--- src/rtl/tt_um_jleugeri_ttt_host_driver_pkg.sv ---
// Shared encodings for the TTT host driver: core instructions, core stages and driver FSM states.
package tt_um_jleugeri_ttt_host_driver_pkg;

  typedef enum logic [3:0] {
    INSTR_BLOCK   = 4'b0000,
    INSTR_INPUT   = 4'b0001,
    INSTR_ADVANCE = 4'b0010
  } instr_e;

  // Only STAGE_INPUT matters to the driver; it is the stage in which the core takes inputs.
  typedef enum logic [1:0] {
    STAGE_INPUT    = 2'b00,
    STAGE_PROCESS  = 2'b01,
    STAGE_OUTPUT   = 2'b10,
    STAGE_RESERVED = 2'b11
  } stage_e;

  typedef enum logic [2:0] {
    ST_WAIT_INIT,
    ST_FEED,
    ST_ADVANCE,
    ST_WAIT_LEAVE,
    ST_WAIT_RETURN
  } state_e;

endpackage

--- src/rtl/tt_um_jleugeri_ttt_event_fifo.sv ---
// First-word-fall-through event FIFO with sticky overflow; push and pop may coincide even when full.
module tt_um_jleugeri_ttt_event_fifo #(
  parameter  int WIDTH = 8,
  parameter  int DEPTH = 16,
  localparam int PTR_W = (DEPTH > 1) ? $clog2(DEPTH) : 1,
  localparam int CNT_W = $clog2(DEPTH + 1)
) (
  input  logic             clock_fast,
  input  logic             reset,
  input  logic             push,
  input  logic [WIDTH-1:0] push_data,
  input  logic             pop,
  output logic [WIDTH-1:0] pop_data,
  output logic             not_empty,
  output logic [CNT_W-1:0] count,
  output logic             overflow
);

  logic [WIDTH-1:0] mem [DEPTH];
  logic [PTR_W-1:0] wr_ptr;
  logic [PTR_W-1:0] rd_ptr;
  logic             full;
  logic             do_push;
  logic             do_pop;

  function automatic logic [PTR_W-1:0] bump(input logic [PTR_W-1:0] p);
    return (p == PTR_W'(DEPTH - 1)) ? '0 : p + PTR_W'(1);
  endfunction

  assign not_empty = (count != '0);
  assign full      = (count == CNT_W'(DEPTH));
  assign do_pop    = pop && not_empty;
  // When full, a same-cycle pop frees the slot the write pointer lands on.
  assign do_push   = push && (!full || do_pop);
  assign pop_data  = mem[rd_ptr];

  // NOTE: storage is not reset; count alone decides which entries are valid.
  always_ff @(posedge clock_fast) begin
    if (do_push) mem[wr_ptr] <= push_data;
  end

  // NOTE: state updates use non-blocking assignments so every register samples pre-edge values.
  always_ff @(posedge clock_fast) begin
    if (reset) begin
      wr_ptr   <= '0;
      rd_ptr   <= '0;
      count    <= '0;
      overflow <= 1'b0;
    end else begin
      if (do_push) wr_ptr <= bump(wr_ptr);
      if (do_pop)  rd_ptr <= bump(rd_ptr);
      case ({do_push, do_pop})
        2'b10:   count <= count + CNT_W'(1);
        2'b01:   count <= count - CNT_W'(1);
        default: count <= count;
      endcase
      if (push && !do_push) overflow <= 1'b1;
    end
  end

endmodule

--- src/rtl/tt_um_jleugeri_ttt_host_driver.sv ---
// Host driver for the TTT core: feeds input events, advances timesteps when output space allows,
// and time-stamps core output events into a FIFO.
module tt_um_jleugeri_ttt_host_driver
  import tt_um_jleugeri_ttt_host_driver_pkg::*;
#(
  parameter  int NUM_PROCESSORS = 10,
  parameter  int NEW_TOKEN_BITS = 4,
  parameter  int TIMESTEP_BITS  = 16,
  parameter  int OUT_DEPTH      = 16,
  localparam int IN_ID_W        = $clog2(NUM_PROCESSORS + 1),
  localparam int OUT_ID_W       = $clog2(NUM_PROCESSORS)
) (
  input  logic                      clock_fast,
  input  logic                      reset,
  input  logic                      in_valid,
  output logic                      in_ready,
  input  logic [IN_ID_W-1:0]        in_processor_id,
  input  logic [NEW_TOKEN_BITS-1:0] in_good_tokens,
  input  logic [NEW_TOKEN_BITS-1:0] in_bad_tokens,
  input  logic                      in_last,
  input  logic                      run_enable,
  output logic [3:0]                instruction,
  output logic [IN_ID_W-1:0]        processor_id_in,
  output logic [NEW_TOKEN_BITS-1:0] good_tokens_in,
  output logic [NEW_TOKEN_BITS-1:0] bad_tokens_in,
  input  logic [1:0]                stage,
  input  logic [OUT_ID_W-1:0]       processor_id_out,
  input  logic [1:0]                token_startstop,
  input  logic                      output_valid,
  output logic                      out_valid,
  input  logic                      out_ready,
  output logic [OUT_ID_W-1:0]       out_processor_id,
  output logic [1:0]                out_startstop,
  output logic [TIMESTEP_BITS-1:0]  out_timestep,
  output logic [TIMESTEP_BITS-1:0]  timestep,
  output logic                      overflow,
  output logic                      busy
);

  localparam int CNT_W   = $clog2(OUT_DEPTH + 1);
  localparam int ENTRY_W = OUT_ID_W + 2 + TIMESTEP_BITS;
  localparam logic [CNT_W-1:0] DEPTH_C = CNT_W'(OUT_DEPTH);
  localparam logic [CNT_W-1:0] NPROC_C = CNT_W'(NUM_PROCESSORS);

  if (OUT_DEPTH < NUM_PROCESSORS) begin : g_depth_check
    $error("OUT_DEPTH must be at least NUM_PROCESSORS");
  end

  state_e                    state, state_d;
  instr_e                    instr_q, instr_d;
  logic [IN_ID_W-1:0]        pid_d;
  logic [NEW_TOKEN_BITS-1:0] good_d, bad_d;
  logic                      handshake, is_null, advance_ok, ts_inc;
  logic [CNT_W-1:0]          fifo_count;
  logic [ENTRY_W-1:0]        fifo_head;

  assign in_ready    = (state == ST_FEED) && (stage == STAGE_INPUT);
  assign handshake   = in_valid && in_ready;
  assign is_null     = (in_processor_id == IN_ID_W'(NUM_PROCESSORS));
  // A timestep may emit one event per processor, so that much FIFO space must be free.
  assign advance_ok  = run_enable && ((DEPTH_C - fifo_count) >= NPROC_C);
  assign ts_inc      = (state == ST_WAIT_RETURN) && (stage == STAGE_INPUT);
  assign busy        = (state != ST_FEED);
  assign instruction = instr_q;

  always_ff @(posedge clock_fast) begin
    if (reset) begin
      state           <= ST_WAIT_INIT;
      instr_q         <= INSTR_BLOCK;
      processor_id_in <= '0;
      good_tokens_in  <= '0;
      bad_tokens_in   <= '0;
      timestep        <= '0;
    end else begin
      state           <= state_d;
      instr_q         <= instr_d;
      processor_id_in <= pid_d;
      good_tokens_in  <= good_d;
      bad_tokens_in   <= bad_d;
      if (ts_inc) timestep <= timestep + TIMESTEP_BITS'(1);
    end
  end

  always_comb begin
    state_d = state;
    case (state)
      ST_WAIT_INIT:   if (stage == STAGE_INPUT) state_d = ST_FEED;
      ST_FEED:        if (handshake && in_last) state_d = ST_ADVANCE;
      ST_ADVANCE:     if (advance_ok) state_d = ST_WAIT_LEAVE;
      ST_WAIT_LEAVE:  if (stage != STAGE_INPUT) state_d = ST_WAIT_RETURN;
      ST_WAIT_RETURN: if (stage == STAGE_INPUT) state_d = ST_FEED;
      default:        state_d = ST_WAIT_INIT;
    endcase
  end

  // NOTE: every output of this block gets a default first, so no path leaves a latch behind.
  always_comb begin
    instr_d = INSTR_BLOCK;
    pid_d   = '0;
    good_d  = '0;
    bad_d   = '0;
    if (handshake && !is_null) begin
      instr_d = INSTR_INPUT;
      pid_d   = in_processor_id;
      good_d  = in_good_tokens;
      bad_d   = in_bad_tokens;
    end
    if ((state == ST_ADVANCE) && advance_ok) instr_d = INSTR_ADVANCE;
  end

  tt_um_jleugeri_ttt_event_fifo #(
    .WIDTH(ENTRY_W),
    .DEPTH(OUT_DEPTH)
  ) u_event_fifo (
    .clock_fast(clock_fast),
    .reset     (reset),
    .push      (output_valid),
    .push_data ({processor_id_out, token_startstop, timestep}),
    .pop       (out_ready),
    .pop_data  (fifo_head),
    .not_empty (out_valid),
    .count     (fifo_count),
    .overflow  (overflow)
  );

  assign {out_processor_id, out_startstop, out_timestep} = fifo_head;

endmodule

--- config.mk ---
export PLATFORM = sky130hd
export DESIGN_NAME = tt_um_jleugeri_ttt_host_driver
export DESIGN_NICKNAME = d
export VERILOG_FILES = /design/src/rtl/tt_um_jleugeri_ttt_host_driver_pkg.sv /design/src/rtl/tt_um_jleugeri_ttt_event_fifo.sv /design/src/rtl/tt_um_jleugeri_ttt_host_driver.sv
export SDC_FILE = /design/constraint.sdc
export NUM_CORES = 1
export LEC_CHECK = 0
export ABC_AREA = 1
export CAP_MARGIN = 0
export CORE_ASPECT_RATIO = 1.1
export CORE_UTILIZATION = 45
export CTS_BUF_LIST = sky130_fd_sc_hd__clkbuf_4 sky130_fd_sc_hd__clkbuf_8
export DETAILED_ROUTE_END_ITERATION = 12
export GPL_ROUTABILITY_DRIVEN = 0
export SLEW_MARGIN = 20
export SYNTH_ARGS = -nofsm -noshare
export SYNTH_HDL_FRONTEND = slang
export SYNTH_SLANG_ARGS = --single-unit
--- constraint.sdc ---
create_clock -name clock_fast -period 3.3 [get_ports clock_fast]
set_clock_uncertainty 0.2 [all_clocks]
set_input_delay 0.66 -clock clock_fast [delete_from_list [all_inputs] [get_ports clock_fast]]
set_output_delay 0.66 -clock clock_fast [all_outputs]
set_load 0.005 [all_outputs]
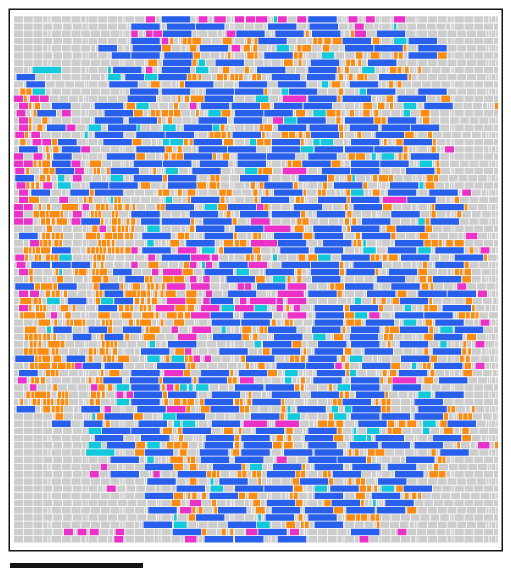
**Above:** cell classes on the final placement.
Scale bar: 50 microns. Fill, decap, tap and diode cells in gray.
all other logic: in orange, cells 812, share of their area 24%. other buffers and delay cells: in magenta, cells 155, share of their area 9.4%. flops: in blue, cells 403, share of their area 60%. clock drivers and dummy loads: in cyan, cells 121, share of their area 6.6%.

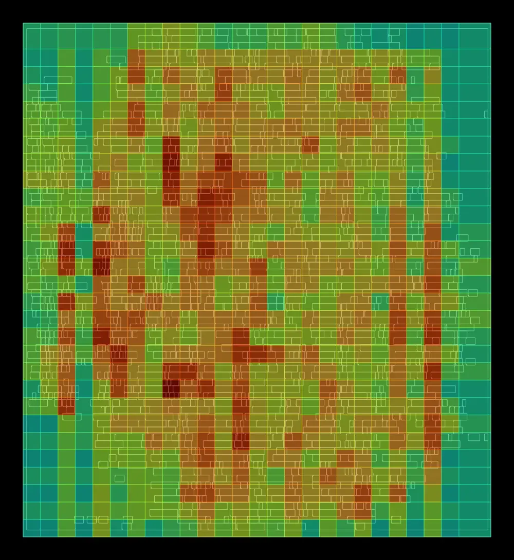
**Above:** routing congestion.
Final Util: 0.5543
Global Route met1 Usage: 0.2776
Global Route met2 Usage: 0.3452
global route hottest layer: met2
wire per inst: 20.15 microns

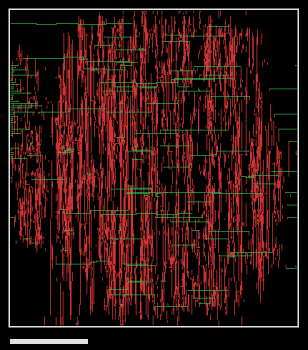
**Above:** routed metal, one color a layer.
Scale bar: 50 microns. Two of the layers only.
met2: in red, wire length 19500 microns. met3: in green, wire length 2010 microns.

==> run notes <==
run metrics: Cell variety after synth 38, Finished Layout Cells 1978, min setup slack post-route -0.01998 ns, first-pass GRT wire length 58420 microns, via count 10.48k, RSZ-0062 raised after global routing yes, largest net degree at the start of global routing 67, final hold violations 0, final net count 1480, CTS Buffer Depth 3, Synth Area per Inst 12.96 sq um, tool warnings 34, Worst EP required 2.44 ns, minimum clock period 3.320 ns, commonest cells in the netlist edfxtp_1 (352), inv_1 (152), a21oi_1 (112), run status finished with violations, Cell Area, Placed 18390 sq um, Hold WC Path Type reg -> reg, power consumption 14.25 mW, CP arrival 2.46 ns, mapped cell area 16600 sq um, total gr overflow 0, Cells after Synth 1281, failing checks negative setup slack, Residual DRC 0, Die X 185.1 microns, yosys stat area 16600 sq um, Yosys top cell by instances edfxtp_1, static leakage 7.168 nW, worst hold start u_event_fifo.overflow, Final setup viols 2
timing repair:
action	CTS	global route
endpoints found under the setup margin	16	24
cloned	0	8
buffers inserted	2	9
pin swaps	0	4
hold buffers	0	0
resized	3	36
registers in the layout, indices dropped and copies added, names as in the netlist, 4 cells and up, named ones only:
register,flops
timestep,16
bad_tokens_in,4
processor_id_in,4
u_event_fifo.rd_ptr,4
u_event_fifo.count,5
good_tokens_in,4
u_event_fifo.mem,352
u_event_fifo.wr_ptr,4
metrics by stage:
stage | worst slack, ns | setup TNS (ns) | utilization
finish | -0.01998 | -0.02535 | 0.5543
CTS | -0.1066 | -0.7882 | 0.5437
global placement | 0.2141 | 0 | 0.5072
floorplan | 0.1416 | 0 | -
detailed placement | 0.1765 | 0 | 0.5072
global route | -0.1408 | -1.054 | 0.5543
final timing paths:
kind | end | slack (ns) | cells after the start
worst max-delay path | out_processor_id[2] | -0.02 | 7
worst min-delay path | u_event_fifo.overflow | 0.26 | 2
worst max register to register | u_event_fifo.count[4] | 0.32 | 19
worst min register to register | u_event_fifo.overflow | 0.26 | 2
metal layers:
layer,track usage,vias up,share of wire
li1,-,4962,-
met1,0.2776,5185,0.44
met2,0.3452,290,0.49
met3,0.03839,46,0.050
met4,0.06287,0,0.017
met5,0,-,0
kinds of logic after synthesis:
family                     share of synthesized area
xor gates and xnor gates                    0.005275
other                                      0.0002259
buffers and inverters                        0.05870
DFF                                           0.6981
and+or+nand+nor                              0.06089
muxes                                        0.05305
adders and majority gates                    0.01055
AOI/OAI and AO/OA                             0.1132
cell usage in the layout, fill, tap and decap left out, drive strengths merged, types with 8 or more instances in the layout:
cell,n
edfxtp,352
dlymetal6s2s,10
o211ai,88
buf,67
dfxtp,51
clkinv,25
nor2,57
inv,154
nand2,94
a21oi,112
o21ai,124
ha,14
mux2i,88
nand3,42
clkinvlp,8
clkdlybuf4s50,72
clkbuf,92
xor2,10
nor3,8
critical path: cells and delay by family, from the launching register on:
| kind | cells | cell delay (ns) |
|---|---|---|
| AND-OR/OR-AND | 1 | 0.23 |
| buffers and inverters | 3 | 0.89 |
| flip-flops | 1 | 0.41 |
| multiplexers | 1 | 0.11 |
| AND/OR/NAND/NOR | 2 | 0.21 |
power breakdown:
group | total, mW | switching, mW | internal [mW]
combinational | 4.25 | 2.32 | 1.93
sequential | 5.75 | 0.114 | 5.64
clock | 4.24 | 1.95 | 2.29
total | 14.2 | 4.38 | 9.87
area by class of cell:
cell class / count / area [sq um] / area share
Sequential cell: 403 / 11600 / 0.5771
Inverter: 154 / 581.8 / 0.02895
Clock inverter: 35 / 222.7 / 0.01108
Multi-Input combinational cell: 658 / 4179 / 0.2079
Tap cell: 487 / 609.3 / 0.03032
Clock buffer: 86 / 1071 / 0.05329
Timing Repair Buffer: 155 / 1836 / 0.09132
Power figures rest on the tool's default switching activity, not on a simulated workload.
